[src/rtl/ifetch_queue.sv]
// ifetch_queue: fetch PC, ROM address drive and prefetch queue to decode.
// Ports: clk/reset, imem_addr/imem_data, redirect/redirect_pc, instr_valid/instr/instr_pc/instr_ready.
module ifetch_queue #(
  parameter logic [31:0] RESET_PC = 32'h0000_0000,
  parameter int          DEPTH    = 4
) (
  input  logic        clk,
  input  logic        reset,
  output logic [31:0] imem_addr,
  input  logic [31:0] imem_data,
  input  logic        redirect,
  input  logic [31:0] redirect_pc,
  output logic        instr_valid,
  output logic [31:0] instr,
  output logic [31:0] instr_pc,
  input  logic        instr_ready
);

  localparam int AW = $clog2(DEPTH);
  localparam logic [AW:0]   FULL  = (AW+1)'(DEPTH);
  localparam logic [AW:0]   C_ONE = (AW+1)'(1);
  localparam logic [AW-1:0] P_ONE = AW'(1);

  logic [31:0]   pc_q, pc_d;
  logic [AW-1:0] rd_q, rd_d;
  logic [AW-1:0] wr_q, wr_d;
  logic [AW:0]   cnt_q, cnt_d;
  logic [31:0]   epc_q [DEPTH];
  logic [31:0]   ewd_q [DEPTH];

  logic pop;
  logic push;

  assign imem_addr   = pc_q;
  assign instr_valid = (cnt_q != '0);
  assign instr       = instr_valid ? ewd_q[rd_q] : '0;
  assign instr_pc    = instr_valid ? epc_q[rd_q] : '0;

  assign pop  = instr_valid & instr_ready;
  // A pop frees the head slot this cycle, so a full queue still accepts.
  assign push = ~redirect & ((cnt_q < FULL) | pop);

  always_comb begin
    pc_d  = pc_q;
    rd_d  = rd_q;
    wr_d  = wr_q;
    cnt_d = cnt_q;
    if (redirect) begin
      pc_d  = redirect_pc & 32'hFFFF_FFFC;
      rd_d  = '0;
      wr_d  = '0;
      cnt_d = '0;
    end else begin
      if (push) begin
        pc_d = pc_q + 32'd4;
        wr_d = wr_q + P_ONE;
      end
      if (pop) begin
        rd_d = rd_q + P_ONE;
      end
      unique case ({push, pop})
        2'b10:   cnt_d = cnt_q + C_ONE;
        2'b01:   cnt_d = cnt_q - C_ONE;
        default: cnt_d = cnt_q;
      endcase
    end
  end

  always_ff @(posedge clk) begin
    if (reset) begin
      pc_q  <= RESET_PC;
      rd_q  <= '0;
      wr_q  <= '0;
      cnt_q <= '0;
      for (int i = 0; i < DEPTH; i++) begin
        epc_q[i] <= '0;
        ewd_q[i] <= '0;
      end
    end else begin
      pc_q  <= pc_d;
      rd_q  <= rd_d;
      wr_q  <= wr_d;
      cnt_q <= cnt_d;
      if (push) begin
        epc_q[wr_q] <= pc_q;
        ewd_q[wr_q] <= imem_data;
      end
    end
  end

endmodule

[config.mk]
export PLATFORM = sky130hd
export DESIGN_NAME = ifetch_queue
export DESIGN_NICKNAME = d
export VERILOG_FILES = /design/src/rtl/ifetch_queue.sv
export SDC_FILE = /design/constraint.sdc
export NUM_CORES = 1
export LEC_CHECK = 0
export CORE_MARGIN = 4
export CORE_UTILIZATION = 45
export DETAILED_ROUTE_END_ITERATION = 16
export PLACE_DENSITY = 0.66
export SLEW_MARGIN = 20
export SYNTH_ARGS = -nofsm -noshare
export SYNTH_HDL_FRONTEND = slang
export SYNTH_SLANG_ARGS = --single-unit
[constraint.sdc]
create_clock -name clk -period 2.7 [get_ports clk]
set_input_delay 0.54 -clock clk [delete_from_list [all_inputs] [get_ports clk]]
set_output_delay 0.54 -clock clk [all_outputs]
set_load 0.03 [all_outputs]
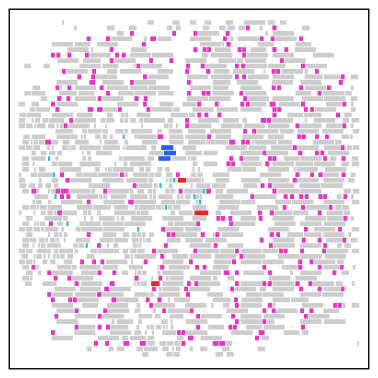
Run 1: selected gate families
(2 px per um)
family	colour	cells	most used
and/or cells	magenta	301	and2_1
fa/ha/maj cells	red	3	ha_1
inv cells	cyan	13	inv_1
non-inverting ao/oa cells	blue	3	a31o_4

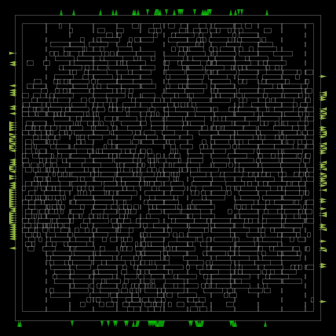
Run 1: placed standard cells
seq_cells: 287
tally of filler cells in the layout: 2335
core region area: 0.02878 mm2
number of core rows: 62

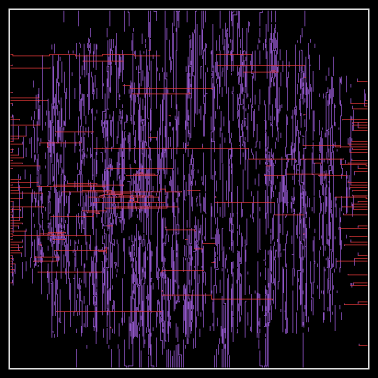
Run 1: signal wires by layer
(2 px per um) Only two layers are drawn.
layer	colour	wire length
M3	red	1940 um
M2	purple	15500 um

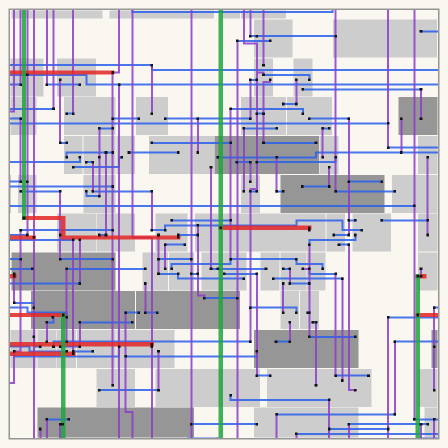
Run 1: zoomed window
Region (74, 74) to (104, 104) um. Cells in grey, sequential cells in the stronger grey; small squares are vias.
layer	colour
M2	purple
M3	red
M4	green
M1	blue
sequential cells in the window	7
netlist names of flops here include	cnt_q (3), wr_q (2)
most frequent	nor2_1 (7), buf_4 (7), dfxtp_1 (6)
cells with their middle in the window	49

==> summary.txt, run 1 <==
This memo summarizes the results of the implementation run.

Clock tree
The clock-pin slew on the worst setup and hold paths is 60 ps. Post-CTS repair changed the size of 199 cells. The number of setup buffers added after CTS is 6. The number of buffers on the longest clock path is 3. The post-CTS hold buffer count recorded in the log is 0. CTS built an H-tree with a depth of 1.

Final timing
The last timing report of the flow puts the setup violation total at 0. Max-slew check failures listed in the final report amount to 0. On the final layout, the worst clock skew is 9.342 ps. The total negative setup slack is 0 ps. Subtracting the final worst setup slack from the clock period gives 2678 ps. Setup repair after global routing could not meet its margin everywhere.

Synthesis
The synthesis report lists the Yosys warning total as 0. The top cell type by instance count after synthesis is sky130_fd_sc_hd__and2_1. Among the non-sequential cells, simple AND/OR/NAND/NOR gates take the most area. The number of enable-type register cells in the synthesized netlist is ~250.

The area fraction in and, or, nand and nor cells is 0.1933. Per the post-synthesis stats, the area per cell is 14.16 um2. The dominant register cell in the synthesized netlist is sky130_fd_sc_hd__edfxtp_1.

The post-synthesis compound-gate area fraction is 0.02045. Per Yosys stat, the portion of area used by sequential elements is 0.6256. In this run, the synthesized area fraction spent on xor and xnor cells is recorded as 0.02064. The synthesis report gives the async set-or-reset register share as 0. The cell count listed in synth_stat.txt is 929.

Final layout
The layout summary lists the proportion of cells stronger than drive strength 1 as 0.2361. The largest register by flop count is ewd_q. Per the final report, the share of cell area in non-clock buffers is 0.1353. The non-clock inverters instantiated in the layout total 13. Summing all multi-input logic gate instances after layout gives 0.004659 mm2. In the final layout, flip-flops and latches occupy between 0.008 and 0.009 mm2. The flip-flop count of the largest register, all copies and words added is ~130.

The multi-input gate count is approximately 560. The finished layout cell area is between 0.015 and 0.02 mm2.

Placed design
The post-DP HPWL is 19340 um. After detailed placement, the total cell area comes to 0.01558 mm2.

Min path
The path class of the lowest-slack min-delay path is flop to flop. The worst hold path terminates at cnt_q[1]. Hold analysis shows the worst path with a depth of 2.

For the worst min-delay path, the startpoint reported by OpenROAD is cnt_q[1].

Pwr
The power drawn by the clock network is slightly below 4 mW. The top contributor to total power is sequential cells. IR analysis of the VDD net gives a maximum drop of 0.4238 mV. The fraction of power spent switching nets is 0.2312. The power report lists cell-internal power as 7.854 mW. The analysis attributes to net switching a power of ~2.4 mW.

Die
The die boundary width is 179.0 um.

Route
The highest metal layer carrying signal wires in the routed design is met4. The length of routed met3 wiring is 1935 um. After detailed routing, the number of vias per cell comes to 5.257. The count of unresolved DRC violations after routing is 0.

The routed layout has roughly 8000 vias.

GRT
The total global routing overflow is 0. The maximum number of pins on one net before global-route repair is 45. For this run, the total global-route usage over all layers was measured as 0.1971. The number of global-route vias before repair is roughly 8200. The met2 track demand over resource in global routing is 0.3353.

Worst setup path
The cell family contributing the most delay on the critical path is multiplexers. The data arrival time reported for the critical path is 2140 ps. The startpoint of the worst-slack reg-to-reg timing path is cnt_q[2].

Per the STA report, the cell with the highest stage delay on the worst path is sky130_fd_sc_hd__mux4_2. The register-to-register setup slack is 350 ps. The worst setup path category is flop to primary output. The count of buffer and inverter cells on the critical path is 2. The worst setup path is captured at a primary output. The largest stage delay on the critical path is ~530 ps. In this run the critical path is formed by buf_12, mux4_2, and2_1, clkdlybuf4s15_2. Per the timing report, the most critical flop-to-flop path finishes at cnt_q[2]. The data required time of the critical path is approximately 2200 ps. The number of cells on the worst reg-to-reg path is 9.

Outcome
The run finished with clean final reports.

Run
The max-cap violation count is 0. The tool warning count for the run is 30.
Run 1, routed metal per tile:
(1.5 px per um) 36 x 36 tiles, from dark purple (low) to yellow (high), scaled to the fullest tile. Values are wire area over tile area, all layers added.
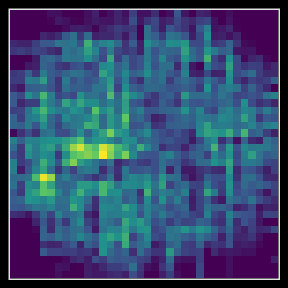

==> run 1 -> run 2 <==
--- a/config.mk
+++ b/config.mk
@@ -5,11 +5,10 @@
 export SDC_FILE = /design/constraint.sdc
 export NUM_CORES = 1
 export LEC_CHECK = 0
-export CORE_MARGIN = 4
 export CORE_UTILIZATION = 45
 export DETAILED_ROUTE_END_ITERATION = 16
 export PLACE_DENSITY = 0.66
-export SLEW_MARGIN = 20
+export SLEW_MARGIN = 40
 export SYNTH_ARGS = -nofsm -noshare
 export SYNTH_HDL_FRONTEND = slang
 export SYNTH_SLANG_ARGS = --single-unit
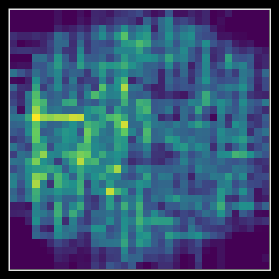
Run 2: routed metal per tile
(1.5 px per um) 35 x 35 tiles, from dark purple (low) to yellow (high), scaled to the fullest tile. Values are wire area over tile area, all layers added.
densest ninth of the die	middle left
mean over tiles	0.17
fullest tile	0.55
emptiest ninth of the die	lower right
nearly empty tiles	10%

==> summary.txt, run 2 <==
This memo summarizes the results of the implementation run.

Final timing
Setup repair after global routing missed its margin: yes (unchanged). The total negative setup slack is -0.4661 ps (was 0 ps). The number of failing setup endpoints in the final timing report is 1 (was 0). The post-layout minimum cycle time is 2700 ps (was 2678 ps). The final setup skew is 13.87 ps (was 9.342 ps). The minimum setup slack in the final design is -0.4661 ps (was 21.71 ps). The count of final max-slew check failures was 0 (unchanged).

Worst setup path
The count of buffer and inverter cells on the critical path is 3 (was 2). The largest stage delay on the critical path is 500 ps (was 530 ps). The critical path's slowest cell is sky130_fd_sc_hd__mux4_2 (unchanged). The worst endpoint data arrival time is 2160 ps (was 2140 ps). The critical path capture point type is a primary output (unchanged). Ordered list of cells on the worst path: buf_12, buf_4, mux4_2, and2_4, buf_4 (was buf_12, mux4_2, and2_1, clkdlybuf4s15_2). The number of cells on the worst reg-to-reg path is 9 (unchanged).

The startpoint of the worst-slack reg-to-reg timing path was cnt_q[2] (unchanged). The reg-to-reg endpoint is cnt_q[2] (unchanged).

Route
The top routing layer in use is met4 (unchanged). The routed via count divided by cell count is 5.266 (was 5.257). The length of routed met3 wiring is 1701 um (was 1935 um).

Final layout
The multi-input gate count is 563 (unchanged). The count of non-CTS inverters in the layout is 13 (unchanged). The buffer share of cell area is 0.1437 (was 0.1353). The flop count was 287 (unchanged). The finished layout cell area came to 0.01699 mm2 (was 0.01662 mm2).

The footprint of the multi-input gates came to 0.004656 mm2 (was 0.004659 mm2). The largest register by flop count is ewd_q (unchanged). The flip-flop count of the largest register, all copies and words added came to 128 (unchanged). The footprint of the flip-flops and latches is 0.008235 mm2 (unchanged).

Run
The max-cap violation count is 0 (unchanged).

Synthesis
The top cell type by instance count after synthesis is sky130_fd_sc_hd__and2_1 (unchanged). The cell count listed in synth_stat.txt is 929 (unchanged). The main logic family after synthesis was simple AND/OR/NAND/NOR gates (unchanged). The average cell area after synthesis is 14.16 um2 (unchanged). The proportion of synthesized chip area in sequential cells is 0.6256 (unchanged). The number of synthesis warnings is 0 (unchanged). The post-synthesis compound-gate area fraction is 0.02045 (unchanged). The area fraction in and, or, nand and nor cells is 0.1933 (unchanged). The proportion of synthesized flip-flops having asynchronous set or reset is 0 (unchanged). The dominant register cell in the synthesized netlist is sky130_fd_sc_hd__edfxtp_1 (unchanged).

Min path
The path class of the lowest-slack min-delay path was flop to flop (unchanged). The start point of the worst hold path is wr_q[1] (was cnt_q[1]). The number of cells traversed by the worst hold path is 2 (unchanged).

GRT
The met2 track demand over resource in global routing is 0.3607 (was 0.3353). The maximum number of pins on one net before global-route repair is 65 (was 45). The number of global-route vias before repair is 8233 (was 8218).

Outcome
Status: complete, but fails checks (was complete, no violations). The final reports fail on setup timing.

Pwr
The top contributor to total power is sequential cells (unchanged). The switching power of the nets was 2.394 mW (was 2.362 mW). The maximum resistive drop on vdd came to 0.4720 mV (was 0.4238 mV). The power drawn by the clock network is 4.58 mW (was 3.95 mW). The fraction of power spent switching nets is 0.2203 (was 0.2312).

Die
The area of the placeable core came to 0.02870 mm2 (was 0.02878 mm2). The die boundary width came to 173.0 um (was 179.0 um).

Clock tree
The number of buffers on the longest clock path came to 3 (unchanged). The post-cts repair resize count is 173 (was 199). The H-tree depth came to 1 (unchanged). The number of hold-repair buffers added at the cts stage is 0 (unchanged).

Placed design
The instance area after placement is 0.01559 mm2 (was 0.01558 mm2).
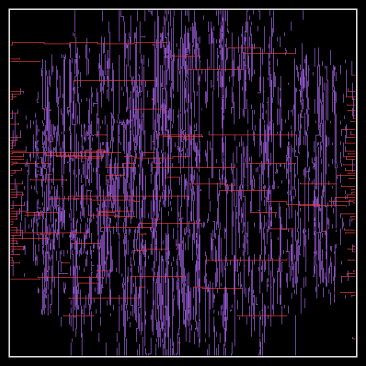
Run 2: signal wires by layer
(2 px per um) Only two layers are drawn.
layer	colour	wire length
M2	purple	15600 um
M3	red	1700 um
total routing resource utilization after global routing: 0.2113
wirelength, routed: 31410 um
per-cell routed wire length: 20.51 um

Run 2, placed standard cells:
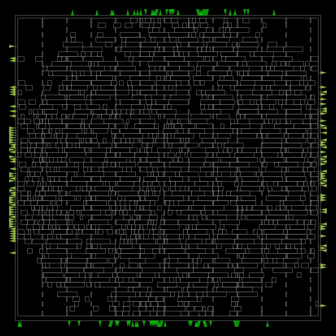

==> run 2 -> run 3 <==
--- a/config.mk
+++ b/config.mk
@@ -7,7 +7,9 @@
 export LEC_CHECK = 0
 export CORE_UTILIZATION = 45
 export DETAILED_ROUTE_END_ITERATION = 16
+export MAX_ROUTING_LAYER = met4
 export PLACE_DENSITY = 0.66
+export SETUP_SLACK_MARGIN = 0.05
 export SLEW_MARGIN = 40
 export SYNTH_ARGS = -nofsm -noshare
 export SYNTH_HDL_FRONTEND = slang
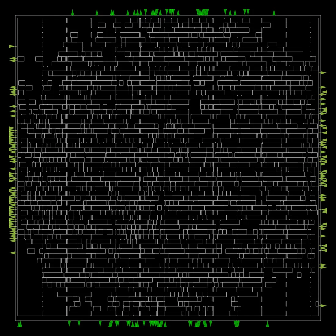
Run 3: placed standard cells
share of the core filled with cells in the final layout: 0.5945
number of non-filler instances in the completed layout: 1544
flip-flop and latch share of the layout cell area: 0.4827
tally of filler cells in the layout: 2331

==> summary.txt, run 3 <==
This memo summarizes the results of the implementation run.

Outcome
Status: complete, no violations (was complete, but fails checks).

Pwr
The maximum resistive drop on vdd is 0.4652 mV (was 0.4720 mV). The switching power of the nets is 2.399 mW (was 2.394 mW). The power drawn by the clock network is 4.58 mW (about the same).

Final layout
The buffer share of cell area came to 0.1450 (was 0.1437). The flip-flop count of the largest register, all copies and words added is 128 (unchanged). The flop count is 287 (unchanged).

Final timing
The count of final max-slew check failures was 0 (unchanged). Setup repair after global routing missed its margin: yes (unchanged). The post-layout minimum cycle time came to 2643 ps (was 2700 ps). The final setup skew is 16.75 ps (was 13.87 ps). The total negative setup slack is 0 ps (was -0.4661 ps). The number of failing setup endpoints in the final timing report came to 0 (was 1).

GRT
The aggregate global-route resource usage is 0.2190 (was 0.2113). The maximum number of pins on one net before global-route repair is 65 (unchanged).

Worst setup path
The worst setup path category was flop to primary output (unchanged). The reg-to-reg endpoint was cnt_q[2] (unchanged). The worst endpoint data arrival time is 2100 ps (was 2160 ps). The critical path's slowest cell is sky130_fd_sc_hd__mux4_2 (unchanged).

The largest stage delay on the critical path is 520 ps (was 500 ps). The startpoint of the worst-slack reg-to-reg timing path was cnt_q[2] (unchanged).

Min path
The path class of the lowest-slack min-delay path is flop to flop (unchanged). The number of cells traversed by the worst hold path is 2 (unchanged). The endpoint of the worst hold-timing path is wr_q[1] (unchanged).

Clock tree
The number of buffers inserted to repair setup after CTS is 11 (was 7). The number of buffers on the longest clock path is 3 (unchanged).

Synthesis
The average cell area after synthesis is 14.16 um2 (unchanged). The post-synthesis compound-gate area fraction was 0.02045 (unchanged). The proportion of synthesized chip area in sequential cells is 0.6256 (unchanged). The area fraction in and, or, nand and nor cells is 0.1933 (unchanged). The proportion of synthesized flip-flops having asynchronous set or reset is 0 (unchanged).

Placed design
The instance area after placement was 0.01559 mm2 (unchanged).

Route
The total number of vias was 8116 (was 8063). The routed via count divided by cell count came to 5.256 (was 5.266). The average detailed-routed wire length per instance is 20.46 um (was 20.51 um).

The count of unresolved DRC violations after routing is 0 (unchanged).

Die
The die boundary width is 173.0 um (unchanged). The cell row count was 62 (unchanged). The area of the placeable core is 0.02870 mm2 (unchanged).

Run
The max-cap violation count is 0 (unchanged).
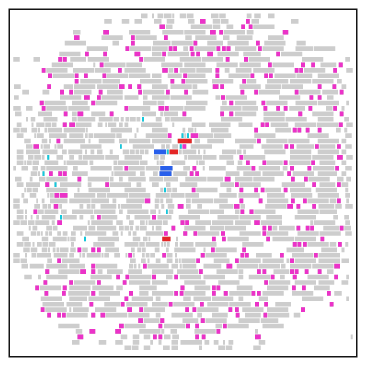
Run 3: selected gate families
(2 px per um)
family	colour	cells	most used
fa/ha/maj cells	red	3	ha_1
and/or cells	magenta	301	and2_1
inv cells	cyan	13	inv_1
non-inverting ao/oa cells	blue	3	a31o_4
highest-count logic cell in the final layout: sky130_fd_sc_hd__and2_1
combinational share of cell area: 0.2752

Power figures rest on the tool's default switching activity, not on a simulated workload.
